$ cat src/rtl/tc_mem_arb_pkg.sv
// Shared types and constants for the tightly-coupled memory port-A arbiter.
// The request bundle matches the default port-A geometry (8192 x 32, byte-enabled).
package tc_mem_arb_pkg;

    localparam int unsigned ARB_ADDR_W       = 13;
    localparam int unsigned ARB_DATA_W       = 32;
    localparam int unsigned ARB_BE_W         = ARB_DATA_W / 8;
    localparam int unsigned MAX_READ_LATENCY = 4;
    localparam int unsigned HOLD_W           = 4;

    typedef struct packed {
        logic [ARB_ADDR_W-1:0] addr;
        logic [ARB_BE_W-1:0]   be;
        logic [ARB_DATA_W-1:0] wdata;
        logic                  write;
    } mem_req_t;

    typedef struct packed {
        logic valid;
        logic id;
    } tag_entry_t;

    function automatic logic [HOLD_W-1:0] hold_sat_inc(input logic [HOLD_W-1:0] v);
        logic [HOLD_W-1:0] r;
        if (v == {HOLD_W{1'b1}}) begin
            r = v;
        end else begin
            r = v + {{(HOLD_W-1){1'b0}}, 1'b1};
        end
        return r;
    endfunction

endpackage

$ cat src/rtl/tc_mem_arb_tag_pipe.sv
// Latency-matched shift register of read tags; the last stage tells which
// requester owns the data currently on mem_readdata.
module tc_mem_arb_tag_pipe
    import tc_mem_arb_pkg::*;
#(
    parameter int unsigned DEPTH = 1
) (
    input  logic       clk,
    input  logic       reset_n,
    input  tag_entry_t push,
    output logic       s0_valid,
    output logic       s1_valid
);

    tag_entry_t stage_r [DEPTH];

    // Shift tags one stage per cycle; reset drops every in-flight read.
    always_ff @(posedge clk or negedge reset_n) begin
        if (!reset_n) begin
            for (int i = 0; i < int'(DEPTH); i++) begin
                stage_r[i] <= '{valid: 1'b0, id: 1'b0};
            end
        end else begin
            stage_r[0] <= push;
            for (int i = 1; i < int'(DEPTH); i++) begin
                stage_r[i] <= stage_r[i-1];
            end
        end
    end

    assign s0_valid = stage_r[DEPTH-1].valid & (stage_r[DEPTH-1].id == 1'b0);
    assign s1_valid = stage_r[DEPTH-1].valid & (stage_r[DEPTH-1].id == 1'b1);

endmodule

$ cat src/rtl/tc_mem_port_arbiter.sv
// Round-robin, zero-wait arbiter sharing memory port A between two Avalon-MM
// requesters, with a bounded hold count and tagged in-order read return.
module tc_mem_port_arbiter
    import tc_mem_arb_pkg::*;
#(
    parameter int unsigned ADDR_W       = ARB_ADDR_W,
    parameter int unsigned DATA_W       = ARB_DATA_W,
    parameter int unsigned READ_LATENCY = 1,
    parameter int unsigned MAX_HOLD     = 4
) (
    input  logic                clk,
    input  logic                reset_n,
    input  logic [ADDR_W-1:0]   s0_address,
    input  logic [DATA_W/8-1:0] s0_byteenable,
    input  logic                s0_read,
    input  logic                s0_write,
    input  logic [DATA_W-1:0]   s0_writedata,
    output logic                s0_waitrequest,
    output logic [DATA_W-1:0]   s0_readdata,
    output logic                s0_readdatavalid,
    input  logic [ADDR_W-1:0]   s1_address,
    input  logic [DATA_W/8-1:0] s1_byteenable,
    input  logic                s1_read,
    input  logic                s1_write,
    input  logic [DATA_W-1:0]   s1_writedata,
    output logic                s1_waitrequest,
    output logic [DATA_W-1:0]   s1_readdata,
    output logic                s1_readdatavalid,
    output logic [ADDR_W-1:0]   mem_address,
    output logic [DATA_W/8-1:0] mem_byteenable,
    output logic                mem_chipselect,
    output logic                mem_write,
    output logic [DATA_W-1:0]   mem_writedata,
    input  logic [DATA_W-1:0]   mem_readdata
);

    localparam logic [HOLD_W-1:0] HOLD_LIMIT = HOLD_W'(MAX_HOLD - 1);

    logic              owner_r;
    logic [HOLD_W-1:0] hold_cnt_r;
    logic              req0_s;
    logic              req1_s;
    logic              grant_s;
    logic              winner_s;
    mem_req_t          bundle0_s;
    mem_req_t          bundle1_s;
    mem_req_t          sel_s;
    tag_entry_t        push_s;

    // Winner selection: the owner keeps the port until its hold budget runs out.
    always_comb begin
        req0_s   = s0_read | s0_write;
        req1_s   = s1_read | s1_write;
        grant_s  = 1'b0;
        winner_s = 1'b0;
        if (!reset_n) begin
            grant_s  = 1'b0;
            winner_s = 1'b0;
        end else if (req0_s && req1_s) begin
            grant_s  = 1'b1;
            winner_s = (hold_cnt_r < HOLD_LIMIT) ? owner_r : ~owner_r;
        end else if (req0_s) begin
            grant_s  = 1'b1;
            winner_s = 1'b0;
        end else if (req1_s) begin
            grant_s  = 1'b1;
            winner_s = 1'b1;
        end else begin
            grant_s  = 1'b0;
            winner_s = 1'b0;
        end
    end

    // Command mux; an idle port parks on s0's fields with chipselect low.
    always_comb begin
        bundle0_s = '{addr: s0_address, be: s0_byteenable, wdata: s0_writedata, write: s0_write};
        bundle1_s = '{addr: s1_address, be: s1_byteenable, wdata: s1_writedata, write: s1_write};
        if (grant_s && winner_s) begin
            sel_s = bundle1_s;
        end else begin
            sel_s = bundle0_s;
        end
        mem_address    = sel_s.addr;
        mem_byteenable = sel_s.be;
        mem_writedata  = sel_s.wdata;
        mem_write      = grant_s & sel_s.write;
        mem_chipselect = grant_s;
        s0_waitrequest = ~(grant_s & ~winner_s);
        s1_waitrequest = ~(grant_s & winner_s);
        push_s         = '{valid: grant_s & ~sel_s.write, id: winner_s};
    end

    // Ownership and hold-count tracking, updated only on granted cycles.
    always_ff @(posedge clk or negedge reset_n) begin
        if (!reset_n) begin
            owner_r    <= 1'b0;
            hold_cnt_r <= {HOLD_W{1'b0}};
        end else if (grant_s) begin
            if (winner_s == owner_r) begin
                owner_r    <= owner_r;
                hold_cnt_r <= hold_sat_inc(hold_cnt_r);
            end else begin
                owner_r    <= winner_s;
                hold_cnt_r <= {HOLD_W{1'b0}};
            end
        end else begin
            owner_r    <= owner_r;
            hold_cnt_r <= hold_cnt_r;
        end
    end

    tc_mem_arb_tag_pipe #(
        .DEPTH (READ_LATENCY)
    ) u_tag_pipe (
        .clk      (clk),
        .reset_n  (reset_n),
        .push     (push_s),
        .s0_valid (s0_readdatavalid),
        .s1_valid (s1_readdatavalid)
    );

    assign s0_readdata = mem_readdata;
    assign s1_readdata = mem_readdata;

endmodule

$ cat config.mk
export PLATFORM = sky130hd
export DESIGN_NAME = tc_mem_port_arbiter
export DESIGN_NICKNAME = d
export VERILOG_FILES = /design/src/rtl/tc_mem_arb_pkg.sv /design/src/rtl/tc_mem_arb_tag_pipe.sv /design/src/rtl/tc_mem_port_arbiter.sv
export SDC_FILE = /design/constraint.sdc
export NUM_CORES = 1
export LEC_CHECK = 0
export CAP_MARGIN = 15
export CORE_AREA = 3 3 96 98
export CTS_CLUSTER_SIZE = 24
export DETAILED_ROUTE_END_ITERATION = 10
export DIE_AREA = 0 0 99 101
export PLACE_DENSITY = 0.7
export SLEW_MARGIN = 25
export SYNTH_ARGS = -nofsm -noshare
export SYNTH_HDL_FRONTEND = slang
export SYNTH_SLANG_ARGS = --single-unit
$ cat constraint.sdc
create_clock -name clk -period 3.03 [get_ports clk]
set_input_delay 0.7575 -clock clk [delete_from_list [all_inputs] [get_ports clk]]
set_output_delay 0.7575 -clock clk [all_outputs]
set_load 0.02 [all_outputs]
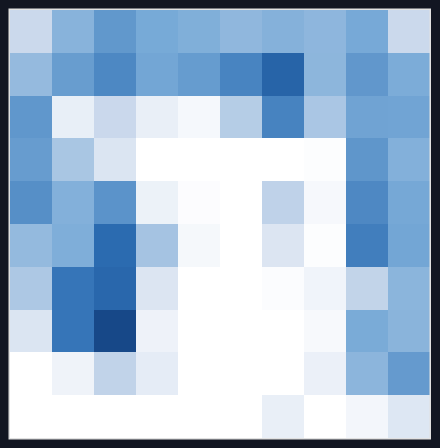
density.png
10 x 10 tiles, from white (low) to dark blue (high), 0 to 100% covered.
The emptiest ninth of the die: bottom centre. The fullest tile reaches 90%. 26% of the tiles are nearly empty. 4.0% of the tiles are over 75% full. The mean over all tiles is 30%.

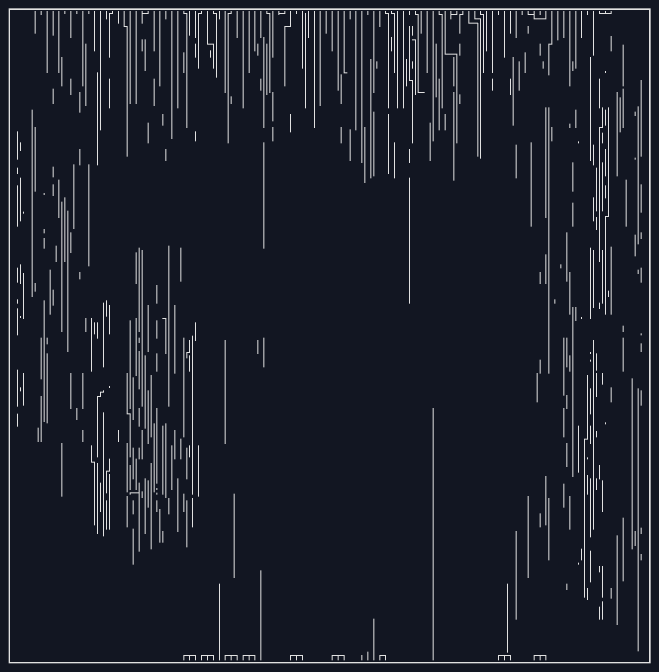
met2.png
The wires run mostly vertical. The layer holds 49% of the routed length. 352 nets have wire on it. The layer carries 2740 µm of wire. The longest straight run is 41.1 µm.

==> qor.csv <==
stage;metric;value;unit
detailed_routing;M1 WL;2120;µm
cells_and_area;FF+latch area;175;µm²
detailed_routing;Detail Route Antenna Nets;0;
yosys;cell count after synthesis;164;
yosys;yosys simple share;6.22;%
yosys;yosys adder share;0.767;%
cells_and_area;flop share of the area;5.65;%
critical_path;CP max stage delay;340;ps
clock_tree;TritonCTS clock tree;yes;
critical_path;CP max stage cell;mux2_2;
floorplanning;Die Height;101;µm
detailed_routing;Top Metal Used;met4;
yosys;flip-flops with a built-in enable;0;
clock_tree;CTS clk-pin slew, worst paths;40;ps
run;maximum capacitance violations;0;
cells_and_area;Top reg by flops;hold_cnt_r;
critical_path;worst-path fanout max;8;
cells_and_area;Largest area class, layout;buffers;
status;outcome;finished with violations;
timing;Final Hold Violation Tally;0;
cells_and_area;Data buffer area share;58.3;%
cells_and_area;NumNets Final;419;
global_routing;total track usage;9.88;%
timing;Final period util;98.4;%
critical_path;Critical Path AT;2220;ps
clock_tree;Post-CTS Repair Setup Buffers;3;
yosys;Syn Area/Cell;9.94;µm²
critical_path;CP Data Required Time;2270;ps
clock_tree;CTS buffer count;3;
timing;setup_tns;0;ps
floorplanning;die width;99;µm
critical_path;crit path kind;primary input to primary output;
yosys;main area contributors;buf_4 29%, mux2_2 21%, mux2_4 18%;
yosys;top-count cell post-synth;buf_4;
global_routing;initial antenna violation count;0;
floorplanning;Die Size;10000;µm²
floorplanning;IO Pins;255;
clock_tree;post-CTS sizing;169;
clock_tree;H-tree Lvls;1;
yosys;synthesis area per yosys;1630;µm²
cells_and_area;flop count;7;
cells_and_area;non-filler cells, final;389;
timing;maximum clock rate;0.335;GHz
timing;Slew HR;78.2;%
yosys;ao+oa area frac;7.06;%
power;sequential cell power;0.157;mW
yosys;Synthesized Nets;301;
critical_path;CP top delay family;buffers and inverters;
cells_and_area;combinational gates;85;
global_routing;grt met3 use;3.11;%
cells_and_area;Non-clk invs;3;
cells_and_area;clk cell area share;1.45;%
floorplanning;core area;8550;µm²
clock_tree;clk_lat worst skew;220;ps
power;Internal Pwr Total;1.02;mW
critical_path;crit end category;primary output;
power;worst-case vdd ir drop;0.000352;V
yosys;Max-area cell share;29.5;%
power;Power per Cell Area;544;nW/µm²
status;failing checks;DRC;
cells_and_area;max FFs per register;4;
detailed_routing;Residual DRC;2;
global_routing;M1 GR Usage;11.7;%
==> path summary, 6_finish.rpt <==
kind | depth (start not counted) | from | end
setup / recovery | 7 | s1_read | mem_writedata[16]
hold / removal | 2 | owner_r$_DFFE_PN0P_ | owner_r$_DFFE_PN0P_
hold reg to reg | 2 | owner_r$_DFFE_PN0P_ | owner_r$_DFFE_PN0P_
min in group asynchronous | 2 | reset_n | hold_cnt_r[3]$_DFFE_PN0P_
setup reg to reg | 8 | hold_cnt_r[0]$_DFFE_PN0P_ | u_tag_pipe.stage_r[1]$_DFF_PN0_
max in group asynchronous | 2 | reset_n | u_tag_pipe.stage_r[1]$_DFF_PN0_
Power figures rest on the tool's default switching activity, not on a simulated workload.
